File: src/rtl/serial_word_rx.sv
// serial_word_rx: LSB-first serial-to-parallel word receiver with a small
// first-word-fall-through output FIFO behind a valid/ready port.
//   - Frames of WIDTH data bits, each bit qualified by sin_vld.
//   - sync aborts a partial frame; FIFO contents and ovf are kept.
//   - ovf is sticky once a completed word is dropped on a full FIFO.
// Optional feature, enabled by defining PARITY_CHECK_EN:
//   an even-parity bit follows the data bits; par_err pulses for one cycle
//   when a word failing parity is pushed (the word is still pushed).
//   Without the macro, frames are WIDTH bits and par_err is tied low.
module serial_word_rx #(
  parameter int WIDTH = 4,
  parameter int DEPTH = 2
) (
  input  logic                       clk,
  input  logic                       rst,
  input  logic                       sin,
  input  logic                       sin_vld,
  input  logic                       sync,
  output logic [WIDTH-1:0]           dout,
  output logic                       dout_vld,
  input  logic                       dout_rdy,
  output logic [$clog2(WIDTH+1)-1:0] bit_cnt,
  output logic                       ovf,
  output logic                       par_err
);

  localparam int CW = $clog2(WIDTH + 1);
  localparam int AW = $clog2(DEPTH);

`ifdef PARITY_CHECK_EN
  typedef enum logic [1:0] {IDLE, SHIFT, PARITY} state_t;
`else
  typedef enum logic [1:0] {IDLE, SHIFT} state_t;
`endif

  // ---------------------------------------------------------------------------
  // Deserializer
  // ---------------------------------------------------------------------------
  state_t           state_q, state_d;
  logic [WIDTH-1:0] shreg_q, shreg_d;
  logic [CW-1:0]    cnt_d;
  logic [WIDTH-1:0] shifted;
  logic             push;
  logic [WIDTH-1:0] push_word;
`ifdef PARITY_CHECK_EN
  logic             perr_d;
  logic             perr_q;
`endif

  // New bit enters at the MSB; after WIDTH bits the first one sits in bit 0.
  assign shifted = WIDTH'({sin, shreg_q} >> 1);

  // Next-state, shift-register and push decode for the frame FSM.
  // NOTE: every signal gets a default at the top of the always_comb so no
  // path can leave one unassigned and infer a latch.
  always_comb begin
    state_d   = state_q;
    shreg_d   = shreg_q;
    cnt_d     = bit_cnt;
    push      = 1'b0;
    push_word = shifted;
`ifdef PARITY_CHECK_EN
    perr_d    = 1'b0;
`endif
    if (sync) begin
      // Abort wins over any bit presented in the same cycle.
      state_d = IDLE;
      shreg_d = '0;
      cnt_d   = '0;
    end else begin
      unique case (state_q)
        IDLE: begin
          // bit_cnt may still show WIDTH for the cycle after completion.
          cnt_d = '0;
          if (sin_vld) begin
            shreg_d = shifted;
            cnt_d   = CW'(1);
            state_d = SHIFT;
          end
        end
        SHIFT: begin
          if (sin_vld) begin
            shreg_d = shifted;
            cnt_d   = bit_cnt + CW'(1);
            if (bit_cnt == CW'(WIDTH - 1)) begin
`ifdef PARITY_CHECK_EN
              // Data complete; hold the word until its parity bit arrives.
              state_d = PARITY;
`else
              state_d   = IDLE;
              shreg_d   = '0;
              push      = 1'b1;
              push_word = shifted;
`endif
            end
          end
        end
`ifdef PARITY_CHECK_EN
        PARITY: begin
          if (sin_vld) begin
            state_d   = IDLE;
            shreg_d   = '0;
            cnt_d     = '0;
            push      = 1'b1;
            push_word = shreg_q;
            perr_d    = ^{shreg_q, sin};
          end
        end
`endif
        default: begin
          state_d = IDLE;
          shreg_d = '0;
          cnt_d   = '0;
        end
      endcase
    end
  end

  // Frame state register.
  // NOTE: sequential state uses non-blocking assignments only, so every
  // register samples pre-edge values regardless of statement order.
  always_ff @(posedge clk or posedge rst) begin
    if (rst) begin
      state_q <= IDLE;
      shreg_q <= '0;
      bit_cnt <= '0;
    end else begin
      state_q <= state_d;
      shreg_q <= shreg_d;
      bit_cnt <= cnt_d;
    end
  end

`ifdef PARITY_CHECK_EN
  // One-cycle parity error pulse, aligned with the push edge.
  always_ff @(posedge clk or posedge rst) begin
    if (rst) perr_q <= 1'b0;
    else     perr_q <= perr_d;
  end
  assign par_err = perr_q;
`else
  assign par_err = 1'b0;
`endif

  // ---------------------------------------------------------------------------
  // Output FIFO (first-word fall-through)
  // ---------------------------------------------------------------------------
  logic [WIDTH-1:0] mem [DEPTH];
  logic [AW-1:0]    wr_ptr, rd_ptr;
  logic [AW:0]      count;
  logic             full, pop, push_ok;

  assign full     = (count == (AW + 1)'(DEPTH));
  assign dout_vld = (count != '0);
  assign pop      = dout_vld & dout_rdy;
  // A pop on the same edge frees a slot, so a full FIFO still accepts the push.
  assign push_ok  = push & (~full | pop);
  // Empty FIFO presents zero rather than stale storage.
  assign dout     = dout_vld ? mem[rd_ptr] : '0;

  // Pointer, occupancy and overflow bookkeeping.
  always_ff @(posedge clk or posedge rst) begin
    if (rst) begin
      wr_ptr <= '0;
      rd_ptr <= '0;
      count  <= '0;
      ovf    <= 1'b0;
    end else begin
      if (push_ok) wr_ptr <= wr_ptr + AW'(1);
      if (pop)     rd_ptr <= rd_ptr + AW'(1);
      unique case ({push_ok, pop})
        2'b10:   count <= count + (AW + 1)'(1);
        2'b01:   count <= count - (AW + 1)'(1);
        default: count <= count;
      endcase
      if (push && !push_ok) ovf <= 1'b1;
    end
  end

  // Storage write.
  // NOTE: the storage array has no reset; occupancy is reset instead, and
  // dout is gated by dout_vld, so stale entries are never observable.
  always_ff @(posedge clk) begin
    if (push_ok) mem[wr_ptr] <= push_word;
  end

endmodule
File: config.mk
export PLATFORM = sky130hd
export DESIGN_NAME = serial_word_rx
export DESIGN_NICKNAME = d
export VERILOG_FILES = /design/src/rtl/serial_word_rx.sv
export SDC_FILE = /design/constraint.sdc
export NUM_CORES = 1
export LEC_CHECK = 0
export ABC_AREA = 1
export CAP_MARGIN = 20
export CORE_MARGIN = 2
export CORE_UTILIZATION = 54
export DETAILED_ROUTE_END_ITERATION = 8
export PLACE_DENSITY = 0.91
export RECOVER_POWER = 50
export SYNTH_ARGS = -nofsm -noshare
export SYNTH_HDL_FRONTEND = slang
export SYNTH_SLANG_ARGS = --single-unit
File: constraint.sdc
create_clock -name clk -period 2.9 [get_ports clk]
set_input_delay 0.58 -clock clk [delete_from_list [all_inputs] [get_ports clk]]
set_output_delay 0.58 -clock clk [all_outputs]
set_load 0.02 [all_outputs]
Run 1, selected gate families:
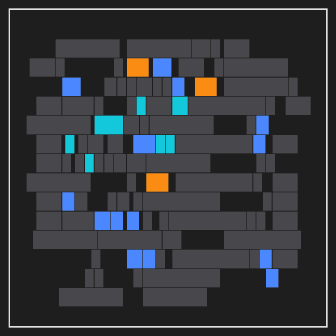
family	color	cells
NOR gates	cyan	7
XOR/XNOR gates	orange	3
inverting AOI/OAI gates	blue	14

Run 1, I/O nets highlighted:
Scale bar: 10 µm.
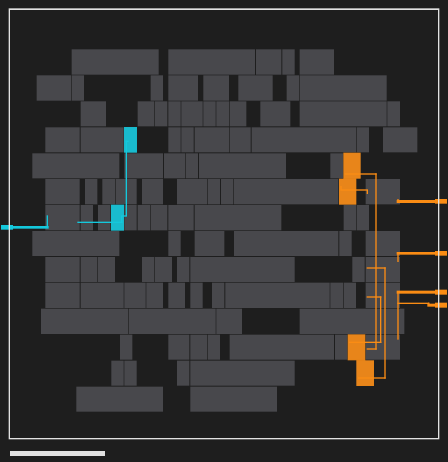
port	color	bits	direction	edge	end cells	buffers	wire
`dout`	orange	4	output	right	4	4	73.2 µm
`sync`	cyan	1	input	left	2	1	18.4 µm
Top Ports: 16
IO Port Bufs: 14

Run 1, zoomed window:
Scale bar: 10 µm. Region (0, 0) to (25, 25) µm. Cells in gray, sequential cells in the stronger gray; small squares are vias.
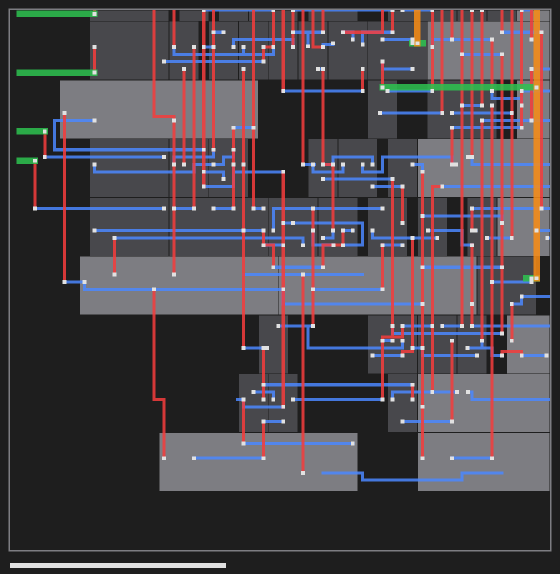
layer	color
met1	blue
met2	red
met3	green
met4	orange
netlist names of flops here include	`bit_cnt` (2), `mem` (2), `shreg_q` (2)
most frequent	nand2_1 (7), inv_1 (6), dfrtp_1 (6)
sequential cells in the window	8
cells with their middle in the window	39

Run 1, sequential cells colored by netlist name:
Scale bar: 10 µm. Other sequential cells in the stronger gray, the rest of the logic in the fainter gray.
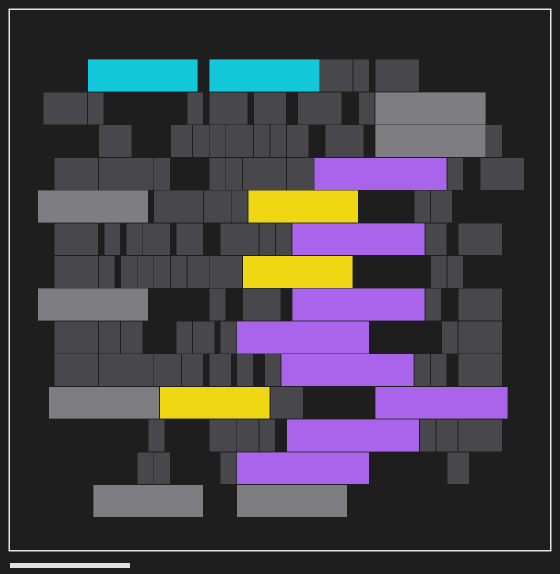
name in the netlist	color	placed flops
`shreg_q`	yellow	3
`count`	cyan	2
`mem`	purple	8
not colored	7

==> run notes, run 1 <==
flow finished, numbers: Synth area leader=dfrtp_1, DR WL/cell=13.5 µm, Final min period=2.38 ns, final core utilization=70.2%, Vias/cell=5.42, DPL Wire Length=1.31 mm, most frequent cells in the layout=nand2_1 (20), inv_1 (14), dfrtp_1 (12), clkdlybuf4s50_1 (10), edfxtp_1 (8), power share of the sequential group=48.2%, worst path buffer plus inverter count=2, Synth cell types=24, hold-fix buffers at CTS=0, largest net degree at the start of global routing=13, main flop type=dfrtp_1, first-pass GRT wire length=2.84 mm, Reg2Reg Launch Point=bit_cnt[0], Data required, critical path=2.32 ns, xor/xnor share=2.91%, Non-clk bufs=14, busiest grt layer=met2, Critical Path End=dout[1], Die X=44.9 µm, Seq. pwr=0.344 mW, Die Area=2020 µm², clk latency late pin=0.30 ns, Leading cell kind=registers, Row Count=14, R2R setup slack=1.21 ns, Routed Antenna Nets=0, cells in synth_stat.txt=91, PnR worst setup slack=0.519 ns, reg2reg end=mem[1][2], DR WL met2=876 µm, Crit Path Class=flip-flop to output pin, worst r2r path cells=6, max reg flops=8, worst slack, placed=0.768 ns, Met3 Routed Length=65 µm, Clock Skew=0.00306 ns, Worst Setup SP=rd_ptr, root buf cell=clkbuf_4, # diodes=0, final std cells w/o fill=124, leading post-synthesis cells by cell area=dfrtp_1 (33%), edfxtp_1 (27%), nand2_1 (8.3%), total global-route track usage=20.3%, First-pass DRT Iterations=4, leading cell types by count after synthesis=nand2_1 (20), inv_1 (13), dfrtp_1 (12), edfxtp_1 (8), Setup violations, final=0, Synth Instances=91, synthesized area=903 µm², Critical-path top delay cell=clkdlybuf4s50_1, Combinational Power Share=33.0%, tap cells=16, Sw Ratio=34.6%, Final Hold Viols=0, ys async rst share=60.0%, outcome=finished clean, Slew Viols, Final=0, most common cell after layout, fill and taps aside=nand2_1, Syn Nets=99, Largest Register=mem, CTS tree=yes, # fillers=116, switching pwr=0.246 mW, register share of the cell area=49.9%, CLK BUF=4, WP depth=4, M1 GR Usage=23.1%, vias=672, clock-cell share of area=2.43%, drt initial violations=12, CP Cell Sequence=inv_1 > nand2_1 > a21oi_1 > clkdlybuf4s50_1, inverters=14, buffer share of cell area=12.9%, initial antenna violation count=0, nets=117, Pwr per Cell Area=659 nW/µm², drt drc=0, tool warnings=26, RSZ-0062 raised after global routing=false, Arr. time, crit path=1.80 ns, GR Util met2=35.9%, Num CTS Buffers=3, met1 WL=698 µm, post-synthesis sequential area ratio=59.8%, Max rail drop VDD=341 µV, Crit path largest cell delay=0.63 ns, share of cells above drive strength 1=8.33%, combinational logic power=0.235 mW, Top Registers=mem (8), bit_cnt (3), shreg_q (3), Internal=0.466 mW, WHS Endpoint=ovf, EDFF count, synth=8, crit end category=output pin, fp_density=58.6%, Clock power frac=18.8%, Max Fclk=420 MHz, register area=541 µm², met3 Resource Use GR=4.00%, register bit total from synthesis=20, Comb area=303 µm², sequential cells=20, and-or/or-and share of the synthesized area=9.00%, count leader, synth=nand2_1, Post-Route WL=1.68 mm
--- run 2 (diff from run 1) ---
- CORE_UTILIZATION: 54 -> 45
- PLACE_DENSITY: 0.91 -> 0.82
- clock period: 2.9 -> 2 ns (I/O delays scaled with it)
Run 2, sequential cells colored by netlist name:
Scale bar: 10 µm. Other sequential cells in the stronger gray, the rest of the logic in the fainter gray.
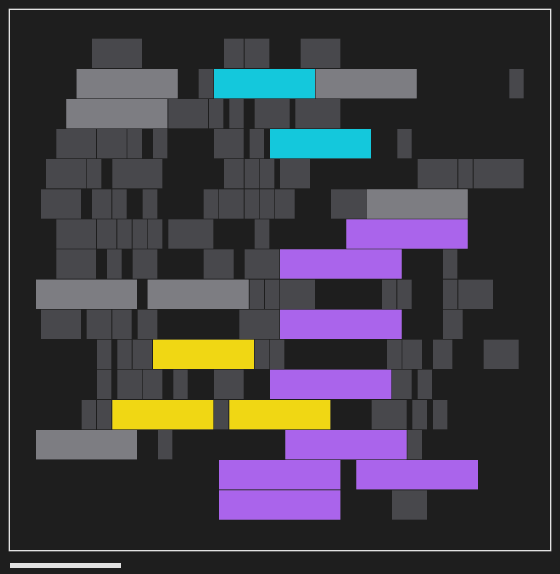
name in the netlist	color	placed flops
`mem`	purple	8
`count`	cyan	2
`shreg_q`	yellow	3
not colored	7
register area: 541 µm²
Seq. pwr: 0.500 mW
final core utilization: 57.2%

==> run notes, run 2 <==
flow finished, numbers: outcome=finished clean, xor/xnor share=2.91%, Reg2Reg Launch Point=bit_cnt[0], Critical Path End=dout[1], reg2reg end=mem[0][1], Met3 Routed Length=63 µm, GR Util met2=28.8%, most frequent cells in the layout=nand2_1 (21), inv_1 (13), dfrtp_1 (12), edfxtp_1 (8), clkdlybuf4s50_1 (7), Data required, critical path=1.60 ns, Top Registers=mem (8), bit_cnt (3), shreg_q (3), Post-Synth Simple-Gate Area=18.4%, dpl cell area=1080 µm², Synth Instances=91, drt initial violations=10, clk slew on worst S/H paths=0.10 ns, nets=118, root buf cell=clkbuf_4, worst min path class=flip-flop to flip-flop, Row Count=16, startpoint types=flip-flop, max reg flops=8, switching pwr=0.345 mW, vias in the first global route=670, Clk power=0.187 mW, grt ovf=0, final std cells w/o fill=136, CLK BUF=4, first-pass GRT wire length=2.86 mm, Post-Route WL=1.61 mm, clock-cell share of area=2.39%, Routed Antenna Nets=0, total core area=1920 µm², Die X=48.8 µm, Slew Viols, Final=0, area of all placed cells without fillers=1100 µm², DR WL met2=847 µm, CTS tree=yes, P&R area growth vs syn=21.7%, Max Fclk=543 MHz, Vias/cell=4.88, Top Ports=16, Non-clk bufs=15, Top Layer Used=met4, Syn Nets=99, Setup violations, final=0, Final min period=1.84 ns, DR WL/cell=11.8 µm, Sw Ratio=34.6%, drt drc=0, # fillers=182, PnR worst setup slack=0.158 ns, vias=663, clk latency late pin=0.29 ns, # diodes=0, count leader, synth=nand2_1, kind of cell adding the most delay to the critical path=buffers and inverters, Internal=0.652 mW, Combinational Power Share=31.1%, Tcrit/Tclk final=92.1%, Crit Path Class=flip-flop to output pin, leading cell types by count after synthesis=nand2_1 (20), inv_1 (13), dfrtp_1 (12), edfxtp_1 (8), WHS Endpoint=ovf, worst slack, placed=0.0934 ns, placer's final routability congestion estimate=0.730, leading post-synthesis cells by cell area=dfrtp_1 (33%), edfxtp_1 (27%), nand2_1 (8.3%), power share of the sequential group=50.2%, R2R setup slack=0.22 ns, WP depth=4, combinational logic power=0.310 mW, hold-fix buffers at CTS=0, Comb area=305 µm², Leading cell kind=registers, most common cell after layout, fill and taps aside=nand2_1, tool warnings=26, CP Cell Sequence=inv_1 > nand2_1 > a21oi_1 > dlygate4sd2_1, register share of the cell area=49.1%, Crit path largest cell delay=0.43 ns, Post-synth mux share=0%, Pwr per Cell Area=906 nW/µm², Num Clock Sinks=20, Max rail drop VDD=448 µV, post-synthesis sequential area ratio=59.8%, Adders+Majority by Area=2.77%, Largest Register=mem, total global-route track usage=15.9%, fp_density=47.0%, logic share of the area=27.8%, met3 Resource Use GR=2.76%, Worst Path Max Fanout=5, leak pwr=0.498 nW, and-or/or-and share of the synthesized area=9.00%, largest net degree at the start of global routing=13, IO Port Bufs=14, worst path buffer plus inverter count=2, M1 GR Usage=18.4%, Num CTS Buffers=3, tap cells=27, Clock Skew=0.00617 ns, RSZ-0062 raised after global routing=false, Clock power frac=18.8%, Hold Slack=0.494 ns, hold depth=2, main flop type=dfrtp_1, inverters=14, First-pass DRT Iterations=3, sequential cells=20, Final Hold Viols=0, Synth area leader=dfrtp_1, synthesis area per yosys=903 µm², ys async rst share=60.0%, DPL Wire Length=1.29 mm, share of cells above drive strength 1=8.26%, Worst Setup SP=rd_ptr, worst-case clock buffer depth=2, met1 WL=681 µm, Synth cell types=24, crit end category=output pin, max cap viols=0, Critical-path top delay cell=dfrtp_1, Die Area=2380 µm², busiest grt layer=met2, initial antenna violation count=0, Arr. time, crit path=1.44 ns, buffer share of cell area=12.9%, Mean Syn Cell Area=9.93 µm², register bit total from synthesis=20, Sum Neg Setup Slack=0 ns, worst r2r path cells=6, cells in synth_stat.txt=91, comb area leader=simple AND/OR/NAND/NOR gates, synthesized area=903 µm², EDFF count, synth=8
--- run 3 (diff from run 2) ---
- GPL_TIMING_DRIVEN: not set -> 0
Run 3, selected gate families:
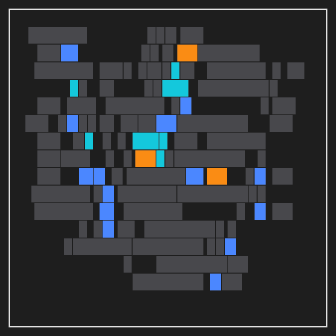
family	color	cells
NOR gates	cyan	7
XOR/XNOR gates	orange	3
inverting AOI/OAI gates	blue	14

==> run notes, run 3 <==
flow finished, numbers: Pwr per Cell Area=898 nW/µm², root buf cell=clkbuf_4, Clock Skew=0.00235 ns, DPL Wire Length=1.16 mm, Clk power=0.181 mW, initial antenna violation count=0, sequential cells=20, WP depth=3, total core area=1920 µm², Top Registers=mem (8), bit_cnt (3), shreg_q (3), GR Util met2=26.5%, crit end category=output pin, most common cell after layout, fill and taps aside=nand2_1, drt initial violations=9, Internal=0.652 mW, Die Area=2380 µm², CLK BUF=3, leak pwr=0.495 nW, first-pass GRT wire length=2.59 mm, met3 Resource Use GR=2.15%, vias in the first global route=652, vias=649, # fillers=181, Worst Path Max Fanout=6, register share of the cell area=49.0%, register area=542 µm², buffer share of cell area=12.9%, Hold Slack=0.487 ns, most frequent cells in the layout=nand2_1 (20), inv_1 (14), dfrtp_1 (11), edfxtp_1 (8), clkdlybuf4s50_1 (7), Combinational Power Share=31.2%, WHS Endpoint=mem[1][2], outcome=finished clean, DR WL met2=786 µm, Non-clk bufs=15, hold-fix buffers at CTS=0, Num CTS Buffers=3, synthesized area=903 µm², grt ovf=0, final std cells w/o fill=136, Post-synth mux share=0%, Crit path largest cell delay=0.53 ns, Top Layer Used=met3, Critical Path End=dout_vld, First-pass DRT Iterations=4, Met3 Routed Length=64 µm, and-or/or-and share of the synthesized area=9.00%, logic share of the area=27.9%, nets=118, Die X=48.8 µm, worst min path class=flip-flop to flip-flop, reg2reg end=mem[1][1], # diodes=0, CP Cell Sequence=nor2_4 > inv_1 > clkdlybuf4s50_1, drt drc=0, share of cells above drive strength 1=10.1%, Mean Syn Cell Area=9.93 µm², tap cells=27, total global-route track usage=14.0%, CTS tree=yes, clk slew on worst S/H paths=0.10 ns, synthesis area per yosys=903 µm², main flop type=dfrtp_1, tool warnings=26, Num Clock Sinks=20, RSZ-0062 raised after global routing=false, Row Count=16, Sw Ratio=34.2%
Power and IR drop assume default switching activity.
